$ cat src/rtl/clock_set_ctrl.sv
// ----------------------------------------------------------------------------
// clock_set_ctrl
// Time-set controller for the 12 h binary/7-seg clock. Walks the edit modes
// RUN -> SET_HRS -> SET_MINS (-> SET_AHRS -> SET_AMINS) -> RUN on mode presses,
// issues one-cycle increment pulses for the field being edited (with
// auto-repeat while up is held), freezes the seconds counter during a set
// session, requests a seconds clear when a modified session ends, and drives a
// blink blanking mask for the seg7 driver.
//
// Optional feature macro: ALARM_SET_EN (adds the alarm-hours/minutes set states
// and drives inc_alm_*_p; without it those ports are tied low).
//
// Ports
//   clk_100MHz      in   system clock
//   reset           in   synchronous, active-high reset
//   btn_mode        in   debounced mode button (level)
//   btn_up          in   debounced increment button (level)
//   inc_hrs_p       out  one-cycle hours increment pulse
//   inc_mins_p      out  one-cycle minutes increment pulse
//   inc_alm_hrs_p   out  one-cycle alarm-hours increment pulse
//   inc_alm_mins_p  out  one-cycle alarm-minutes increment pulse
//   clr_secs_p      out  one-cycle seconds clear on exit of a modified session
//   run_en          out  1 = seconds counter may advance
//   blank_mask      out  per-digit blank (1 = off), [3:2] hours, [1:0] minutes
//   mode            out  0 RUN, 1 SET_HRS, 2 SET_MINS, 3 SET_AHRS, 4 SET_AMINS
// ----------------------------------------------------------------------------
module clock_set_ctrl #(
    parameter int unsigned HOLD_CYC    = 50_000_000,
    parameter int unsigned REPEAT_CYC  = 10_000_000,
    parameter int unsigned BLINK_CYC   = 25_000_000,
    parameter int unsigned TIMEOUT_CYC = 1_000_000_000
) (
    input  logic       clk_100MHz,
    input  logic       reset,
    input  logic       btn_mode,
    input  logic       btn_up,
    output logic       inc_hrs_p,
    output logic       inc_mins_p,
    output logic       inc_alm_hrs_p,
    output logic       inc_alm_mins_p,
    output logic       clr_secs_p,
    output logic       run_en,
    output logic [3:0] blank_mask,
    output logic [2:0] mode
);

    localparam int unsigned HOLD_W  = $clog2(HOLD_CYC + 1);
    localparam int unsigned BLINK_W = $clog2(BLINK_CYC + 1);
    localparam int unsigned IDLE_W  = $clog2(TIMEOUT_CYC + 1);
    // After each repeat the hold counter is rewound so that it reaches
    // HOLD_CYC again REPEAT_CYC cycles later (needs REPEAT_CYC <= HOLD_CYC).
    localparam int unsigned RELOAD_CYC = HOLD_CYC - REPEAT_CYC;

    localparam logic [2:0] ST_RUN       = 3'd0;
    localparam logic [2:0] ST_SET_HRS   = 3'd1;
    localparam logic [2:0] ST_SET_MINS  = 3'd2;
    localparam logic [2:0] ST_SET_AHRS  = 3'd3;
    localparam logic [2:0] ST_SET_AMINS = 3'd4;

    // State and datapath registers
    logic [2:0]         state,     state_nx;
    logic               btn_mode_prev, btn_up_prev;
    logic               up_active, up_active_nx;
    logic [HOLD_W-1:0]  hold_cnt,  hold_nx;
    logic [IDLE_W-1:0]  idle_cnt,  idle_nx;
    logic [BLINK_W-1:0] blink_cnt, blink_cnt_nx;
    logic               blink_ph,  blink_ph_nx;
    logic               dirty,     dirty_nx;

    // Next values of the registered outputs
    logic               inc_hrs_nx, inc_mins_nx, clr_secs_nx, run_en_nx;
    logic [3:0]         blank_nx;
`ifdef ALARM_SET_EN
    logic               inc_alm_hrs_nx, inc_alm_mins_nx;
`endif

    // Combinational helpers
    logic               rise_mode, rise_up, in_set, fire;
    logic [HOLD_W-1:0]  hold_inc;
    logic [IDLE_W-1:0]  idle_inc;
    logic [BLINK_W-1:0] blink_inc;

    assign rise_mode = btn_mode & ~btn_mode_prev;
    assign rise_up   = btn_up & ~btn_up_prev;
    assign in_set    = (state != ST_RUN);
    assign hold_inc  = hold_cnt + HOLD_W'(1);
    assign idle_inc  = idle_cnt + IDLE_W'(1);
    assign blink_inc = blink_cnt + BLINK_W'(1);

    assign mode = state;

    // Next-state, counters and output decode
    always_comb begin
        state_nx     = state;
        up_active_nx = up_active;
        hold_nx      = hold_cnt;
        idle_nx      = idle_cnt;
        blink_cnt_nx = blink_cnt;
        blink_ph_nx  = blink_ph;
        dirty_nx     = dirty;
        fire         = 1'b0;
        inc_hrs_nx   = 1'b0;
        inc_mins_nx  = 1'b0;
`ifdef ALARM_SET_EN
        inc_alm_hrs_nx  = 1'b0;
        inc_alm_mins_nx = 1'b0;
`endif
        clr_secs_nx  = 1'b0;
        run_en_nx    = 1'b1;
        blank_nx     = 4'b0000;

        // Mode press wins over a same-cycle up press and cancels any repeat;
        // up must then be released and pressed again to edit.
        if (rise_mode) begin
            up_active_nx = 1'b0;
            hold_nx      = '0;
            case (state)
                ST_RUN:      state_nx = ST_SET_HRS;
                ST_SET_HRS:  state_nx = ST_SET_MINS;
                ST_SET_MINS: begin
`ifdef ALARM_SET_EN
                    state_nx = ST_SET_AHRS;
`else
                    state_nx = ST_RUN;
`endif
                end
`ifdef ALARM_SET_EN
                ST_SET_AHRS: state_nx = ST_SET_AMINS;
`endif
                default:     state_nx = ST_RUN;
            endcase
        end else if (in_set) begin
            if (rise_up) begin
                fire         = 1'b1;
                up_active_nx = 1'b1;
                hold_nx      = '0;
            end else if (up_active && btn_up) begin
                if (hold_inc == HOLD_W'(HOLD_CYC)) begin
                    fire    = 1'b1;
                    hold_nx = HOLD_W'(RELOAD_CYC);
                end else begin
                    hold_nx = hold_inc;
                end
            end else begin
                up_active_nx = 1'b0;
                hold_nx      = '0;
            end
        end else begin
            up_active_nx = 1'b0;
            hold_nx      = '0;
        end

        // Inactivity timeout back to RUN
        if (!in_set || rise_mode || rise_up || fire) begin
            idle_nx = '0;
        end else if (idle_inc == IDLE_W'(TIMEOUT_CYC)) begin
            idle_nx      = '0;
            state_nx     = ST_RUN;
            up_active_nx = 1'b0;
            hold_nx      = '0;
        end else begin
            idle_nx = idle_inc;
        end

        // Route the increment to the field being edited
        if (fire) begin
            dirty_nx = 1'b1;
            case (state)
                ST_SET_HRS:   inc_hrs_nx      = 1'b1;
                ST_SET_MINS:  inc_mins_nx     = 1'b1;
`ifdef ALARM_SET_EN
                ST_SET_AHRS:  inc_alm_hrs_nx  = 1'b1;
                ST_SET_AMINS: inc_alm_mins_nx = 1'b1;
`endif
                default:      ;
            endcase
        end

        // Leaving a session: clear seconds only if something was changed
        if (in_set && (state_nx == ST_RUN)) begin
            clr_secs_nx = dirty;
            dirty_nx    = 1'b0;
        end

        // Blink phase: restart visible on field entry and on every increment
        if (state_nx == ST_RUN) begin
            blink_cnt_nx = '0;
            blink_ph_nx  = 1'b0;
        end else if ((state_nx != state) || fire) begin
            blink_cnt_nx = '0;
            blink_ph_nx  = 1'b0;
        end else if (blink_inc == BLINK_W'(BLINK_CYC)) begin
            blink_cnt_nx = '0;
            blink_ph_nx  = ~blink_ph;
        end else begin
            blink_cnt_nx = blink_inc;
        end

        // Outputs follow the next state so they change together with mode
        run_en_nx = (state_nx == ST_RUN);
        case (state_nx)
            ST_SET_HRS, ST_SET_AHRS:   blank_nx = {blink_ph_nx, blink_ph_nx, 2'b00};
            ST_SET_MINS, ST_SET_AMINS: blank_nx = {2'b00, blink_ph_nx, blink_ph_nx};
            default:                   blank_nx = 4'b0000;
        endcase
    end

    // Register bank
    always_ff @(posedge clk_100MHz) begin
        if (reset) begin
            state         <= ST_RUN;
            btn_mode_prev <= 1'b0;
            btn_up_prev   <= 1'b0;
            up_active     <= 1'b0;
            hold_cnt      <= '0;
            idle_cnt      <= '0;
            blink_cnt     <= '0;
            blink_ph      <= 1'b0;
            dirty         <= 1'b0;
            inc_hrs_p     <= 1'b0;
            inc_mins_p    <= 1'b0;
            clr_secs_p    <= 1'b0;
            run_en        <= 1'b1;
            blank_mask    <= 4'b0000;
        end else begin
            state         <= state_nx;
            btn_mode_prev <= btn_mode;
            btn_up_prev   <= btn_up;
            up_active     <= up_active_nx;
            hold_cnt      <= hold_nx;
            idle_cnt      <= idle_nx;
            blink_cnt     <= blink_cnt_nx;
            blink_ph      <= blink_ph_nx;
            dirty         <= dirty_nx;
            inc_hrs_p     <= inc_hrs_nx;
            inc_mins_p    <= inc_mins_nx;
            clr_secs_p    <= clr_secs_nx;
            run_en        <= run_en_nx;
            blank_mask    <= blank_nx;
        end
    end

`ifdef ALARM_SET_EN
    // Alarm field pulses
    always_ff @(posedge clk_100MHz) begin
        if (reset) begin
            inc_alm_hrs_p  <= 1'b0;
            inc_alm_mins_p <= 1'b0;
        end else begin
            inc_alm_hrs_p  <= inc_alm_hrs_nx;
            inc_alm_mins_p <= inc_alm_mins_nx;
        end
    end
`else
    assign inc_alm_hrs_p  = 1'b0;
    assign inc_alm_mins_p = 1'b0;
`endif

endmodule
$ cat config.mk
export PLATFORM = sky130hd
export DESIGN_NAME = clock_set_ctrl
export DESIGN_NICKNAME = d
export VERILOG_FILES = /design/src/rtl/clock_set_ctrl.sv
export SDC_FILE = /design/constraint.sdc
export NUM_CORES = 1
export LEC_CHECK = 0
export CORE_UTILIZATION = 55
export CTS_BUF_LIST = sky130_fd_sc_hd__clkbuf_4
export CTS_CLUSTER_SIZE = 28
export DETAILED_ROUTE_END_ITERATION = 12
export MAX_ROUTING_LAYER = met4
export PLACE_DENSITY = 0.71
export SYNTH_ARGS = -nofsm -noshare
export SYNTH_HDL_FRONTEND = slang
export SYNTH_SLANG_ARGS = --single-unit
$ cat constraint.sdc
create_clock -name clk_100MHz -period 3.5 [get_ports clk_100MHz]
set_input_delay 0.7 -clock clk_100MHz [delete_from_list [all_inputs] [get_ports clk_100MHz]]
set_output_delay 0.7 -clock clk_100MHz [all_outputs]
set_load 0.01 [all_outputs]
Fig. 1: run 1, drive-strength map
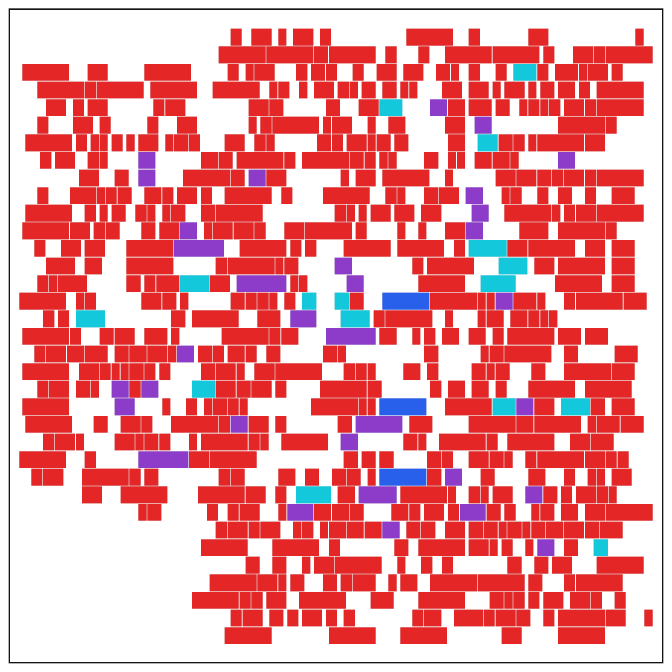
colour	size	cells	share
cyan	drive 2	16	2.5%
purple	drive 3 to 4	33	5.1%
blue	drive 6 and up	3	0.47%
red	drive 1 or less	591	92%

Fig. 2: run 1, clock nets
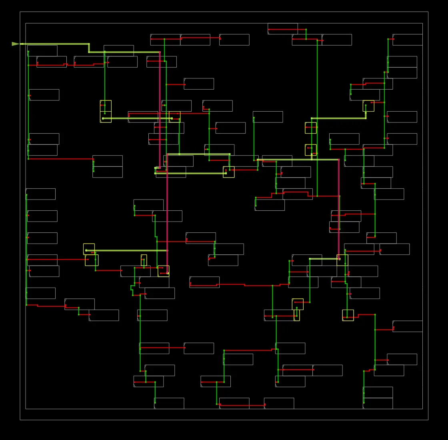
number of clock buffers in the layout: 9
clock sinks: 95
clock skew: 0.01965 ns
P_clk: 501 uW
seq_cells: 95

==> impl_metrics.py, run 1 <==
# Generated from Yosys and OpenROAD reports
metrics = {
    "floorplan": {
        "fp_util_pct": 57.52,
        "fp.dieH_um": 100.8,
        "die_x_um": 100.8,
        "nWellTaps": 129,
        "dieArea_mm2": 0.01015,
        "num_io_pins": 17,
    },
    "setup_path": {
        "crit_path_end_kind": "flop",
        "crit_slowest_cell": "or4_1",
        "r2r_setup_slack_ns": 0.24,
        "cp_slowest_stage_delay_ns": 0.55,
        "crit_fanout": 18,
        "crit_family": "simple AND/OR/NAND/NOR gates",
        "critical_path_buf_inv_count": 1,
        "critPathKind": "flop to flop",
        "cp-start-kind": "flop",
    },
    "run": {
        "tool_warnings": 27,
        "cap_violations": 0,
    },
    "pwr": {
        "internal_power_mw": 1.251,
        "pg_comb_uw": 70.9,
        "power_per_cell_area_mw_per_mm2": 291.5,
        "power_switching_uw": 414.2,
        "p_leak_nw": 1.662,
        "total_power_mw": 1.665,
        "p_seq_mw": 1.09,
        "seq_power_share_pct": 65.7,
        "max-vdd-ir-drop_v": 0.0001955,
    },
    "layout": {
        "regMostFlops": "idle_cnt",
        "logic_gates": 490,
        "seq_area_mm2": 0.001902,
        "comb_area_share_pct": 56.07,
        "area_growth_pct": 6.437,
        "logic_area_mm2": 0.003202,
        "drive_above_1_share_pct": 8.087,
        "nFillCells": 832,
        "largest_register_ffs": 30,
        "seq_area_share_pct": 33.30,
        "design_area_mm2": 0.005710,
        "num_antenna_cells": 0,
        "clock_cell_area_share_pct": 1.862,
        "largest_class": "logic gates",
    },
    "logic_synthesis": {
        "yosysMostFrequentCell": "dfxtp_1",
        "synthSimpleGateAreaFrac_pct": 35.40,
        "synth.distinct_cells": 68,
        "ys_sh_xor_pct": 12.71,
        "ys_seq_elements": 95,
        "yosys_cells": 646,
        "ys_top_cells_by_count": "95 x dfxtp_1, 88 x nor3_1, 52 x nand2_1",
        "synth_seq_share_pct": 35.45,
        "yosys.area.top_type_share_pct": 35.45,
        "syn_avg_cell_area_um2": 8.305,
        "aoi_share_pct": 9.165,
        "yosys-stat-area_mm2": 0.005365,
        "ys_top_cells_by_area": "dfxtp_1 35%, nor3_1 8.2%, xnor2_1 7.2%",
        "enable_flop_cells": 0,
    },
    "place": {
        "hpwlAfterDp_um": 8199,
        "portBuffers": 14,
    },
    "cts": {
        "ctsHtreeMaxLevel": 3,
        "postCtsSetupRepairBufs": 0,
        "cts_root_buffer": "clkbuf_4",
        "cts.repair.resized": 0,
        "cts-buffers-inserted": 9,
        "clk_pin_slew_ns": 0.14,
        "worstSkewPairLatency_ns": 0.45,
        "cts_hold_buf": 0,
    },
    "hold_path": {
        "min_path_type": "flop to flop",
    },
    "route": {
        "drc_errors": 0,
        "routed_wl_um": 11730,
        "via_per_inst": 5.999,
        "topRoutingLayerUsed": "met4",
        "vias": 4631,
        "wl_met1_um": 5811,
        "wl_met2_um": 5402,
        "drtIter0Drc": 287,
        "routedWlPerCell_um": 15.19,
    },
    "timing": {
        "slew_violations": 0,
        "worst-slew-pin-transition_ns": 0.6875,
        "fin_crit_sh_pct": 93.03,
        "max_freq_mhz": 307.1,
        "finalSetupViolations": 0,
        "rsz0062_at_grt": "false",
    },
    "global_routing": {
        "grt_use_met3_pct": 5.548,
        "antenna_found_initial": 0,
        "grt_max_degree": 60,
        "grt_pass1_wl_um": 20340,
        "use_met1_pct": 34.13,
        "grtUsageTotal_pct": 25.70,
        "grt-ovfl-total": 0,
    },
    "outcome": {
        "status": "completed",
    },
}
Fig. 3: run 1, metal 1
Supply wires on this layer in grey. Cells faint in the background.
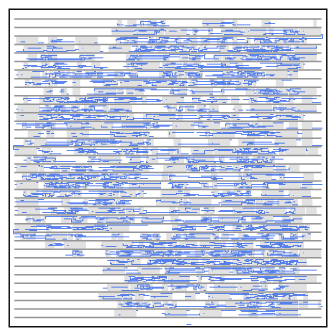
longest straight run	23.0 um
wire length on this layer	5810 um
nets with wire on the layer	612
share of all routed wire	50%
main direction	horizontal

==> run 1: final timing paths <==
check	end	cells past startpoint	from
setup / recovery	hold_cnt[8]	9	idle_cnt[0]
hold reg to reg	up_active	1	btn_up_prev
setup reg to reg	hold_cnt[8]	9	idle_cnt[0]
hold / removal	up_active	1	btn_up_prev
==> run 1: through the flow <==
step                      std cells  setup slack (ns)  hold WS [ns]  utilization (%)
after detailed placement        757            0.1909        0.4677            60.04
after global placement          757            0.3205        0.4504            60.04
after CTS                       772            0.1708        0.4881            61.18
after global routing            772          0.009027        0.5079            61.22
after floorplan                 647            0.4544        0.4357                -
final                           772            0.2440        0.4822            61.22
## Run 2: what changed since run 1
--- a/config.mk
+++ b/config.mk
@@ -6,7 +6,7 @@
 export NUM_CORES = 1
 export LEC_CHECK = 0
 export CORE_UTILIZATION = 55
-export CTS_BUF_LIST = sky130_fd_sc_hd__clkbuf_4
+export CTS_BUF_LIST = sky130_fd_sc_hd__clkbuf_8
 export CTS_CLUSTER_SIZE = 28
 export DETAILED_ROUTE_END_ITERATION = 12
 export MAX_ROUTING_LAYER = met4
Fig. 4: run 2, cell classes on the final placement
Bar = 20 um.
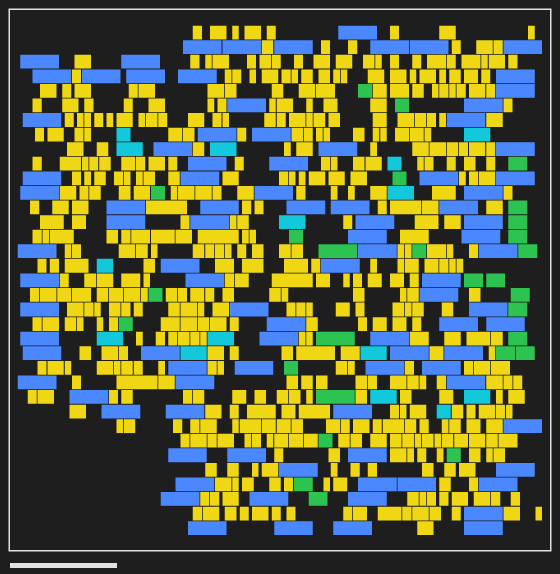
colour	class	cells	share of their area
blue	flip-flops	95	34%
yellow	all other logic	505	58%
cyan	clock drivers and dummy loads	15	3.2%
green	other buffers and delay cells	28	5.0%

==> run 2 against run 1 <==
  * Critical path depth did not move
  * Clock-buffer cell count up 2
  * Routed wire length rose by 0.86%
  * Combinational power barely moved
  * Worst setup slack got worse by 0.012 ns
  * Cell area is 1.3% higher
  * Non-clock buffer count unchanged
==> impl_metrics.py, run 2 <==
# Generated from Yosys and OpenROAD reports
metrics = {
    "global_routing": {
        "grt_pass1_wl_um": 20490,
        "grt_max_degree": 60,
        "use_met1_pct": 34.39,
        "antenna_found_initial": 0,
        "grt_use_met3_pct": 5.687,
    },
    "layout": {
        "largest_register_ffs": 30,
        "design_area_mm2": 0.005787,
        "num_antenna_cells": 0,
        "regMostFlops": "idle_cnt",
        "area_growth_pct": 7.859,
        "reg_top3": "idle_cnt: 30 flops, hold_cnt: 26 flops, blink_cnt: 25 flops",
        "instances_no_fill": 772,
    },
    "cts": {
        "cts_hold_buf": 0,
        "clk_pin_slew_ns": 0.09,
        "worstSkewPairLatency_ns": 0.37,
        "cts-buffers-inserted": 9,
        "cts_root_buffer": "clkbuf_8",
        "ctsHtreeMaxLevel": 3,
        "postCtsSetupRepairBufs": 0,
        "cts_sinks": 95,
    },
    "pwr": {
        "p_clk_uw": 676,
        "seq_power_share_pct": 59.4,
        "p_seq_mw": 1.09,
        "total_power_mw": 1.839,
        "pg_comb_uw": 71.2,
        "p_comb_share_pct": 3.9,
        "power_per_cell_area_mw_per_mm2": 317.7,
        "power_switching_uw": 433.7,
        "p_leak_nw": 1.696,
        "internal_power_mw": 1.405,
    },
    "logic_synthesis": {
        "aoi_share_pct": 9.165,
        "ys_top_cells_by_count": "95 x dfxtp_1, 88 x nor3_1, 52 x nand2_1",
        "ys_seq_elements": 95,
        "yosysMostFrequentCell": "dfxtp_1",
        "synth.distinct_cells": 68,
        "ys_sh_xor_pct": 12.71,
        "yosys-stat-area_mm2": 0.005365,
        "ys_top_cells_by_area": "dfxtp_1 35%, nor3_1 8.2%, xnor2_1 7.2%",
        "synth_seq_share_pct": 35.45,
        "synthSimpleGateAreaFrac_pct": 35.40,
        "yosys_cells": 646,
    },
    "place": {
        "portBuffers": 14,
        "place_ws_ns": 0.1909,
        "hpwlAfterDp_um": 8199,
        "dpl.cell_count": 757,
    },
    "setup_path": {
        "r2r_setup_slack_ns": 0.23,
        "crit_slowest_cell": "or4_1",
        "crit_family": "simple AND/OR/NAND/NOR gates",
        "cp_slowest_stage_delay_ns": 0.55,
        "r2r-start": "idle_cnt[0]",
        "reg2reg_to": "hold_cnt[8]",
        "crit_fanout": 18,
        "cp-start-kind": "flop",
        "critical_path_buf_inv_count": 1,
        "worstRegToRegCells": 9,
    },
    "route": {
        "vias": 4669,
        "routedWlPerCell_um": 15.32,
        "drtIter0Drc": 270,
        "wl_met1_um": 5751,
        "via_per_inst": 6.048,
        "wl_met2_um": 5522,
        "drc_errors": 0,
        "topRoutingLayerUsed": "met4",
    },
    "floorplan": {
        "fp_util_pct": 57.52,
        "dieArea_mm2": 0.01015,
        "num_io_pins": 17,
        "die_x_um": 100.8,
        "fp.dieH_um": 100.8,
    },
    "timing": {
        "slew_violations": 0,
        "rsz0062_at_grt": "false",
        "whs_ns": 0.4760,
        "max_freq_mhz": 306.0,
        "setup_ws_ns": 0.2319,
    },
    "run": {
        "tool_warnings": 27,
        "cap_violations": 0,
    },
    "hold_path": {
        "min_path_type": "flop to flop",
        "hold_path_startpoint": "btn_up_prev",
        "hold_depth": 1,
    },
    "outcome": {
        "status": "completed",
    },
}
run 2: cell counts after synthesis:
No cell type changed its count.
run 2: cell type report:
type	instances	area, um2
fillers	830	3541
multi-input cells	490	3202
flip-flops and latches	95	1902
repair buffers	28	282.8
well taps	129	161.4
clock buffers	11	151.4
inverters	15	56.30
clock inverters	4	31.28
run 2: worst max-delay path by stage:
stage	end	slack, ns	startpoint	cells past startpoint
after CTS	inc_mins_p	0.18	hold_cnt[10]	8
after global routing	hold_cnt[25]	0.007	idle_cnt[0]	9
final	hold_cnt[8]	0.23	idle_cnt[0]	9
after detailed placement	inc_mins_p	0.19	hold_cnt[10]	8
after floorplan	hold_cnt[16]	0.45	idle_cnt[0]	10
after global placement	inc_mins_p	0.32	hold_cnt[10]	8
No activity file was given, so power comes from the tool's default toggle rates.
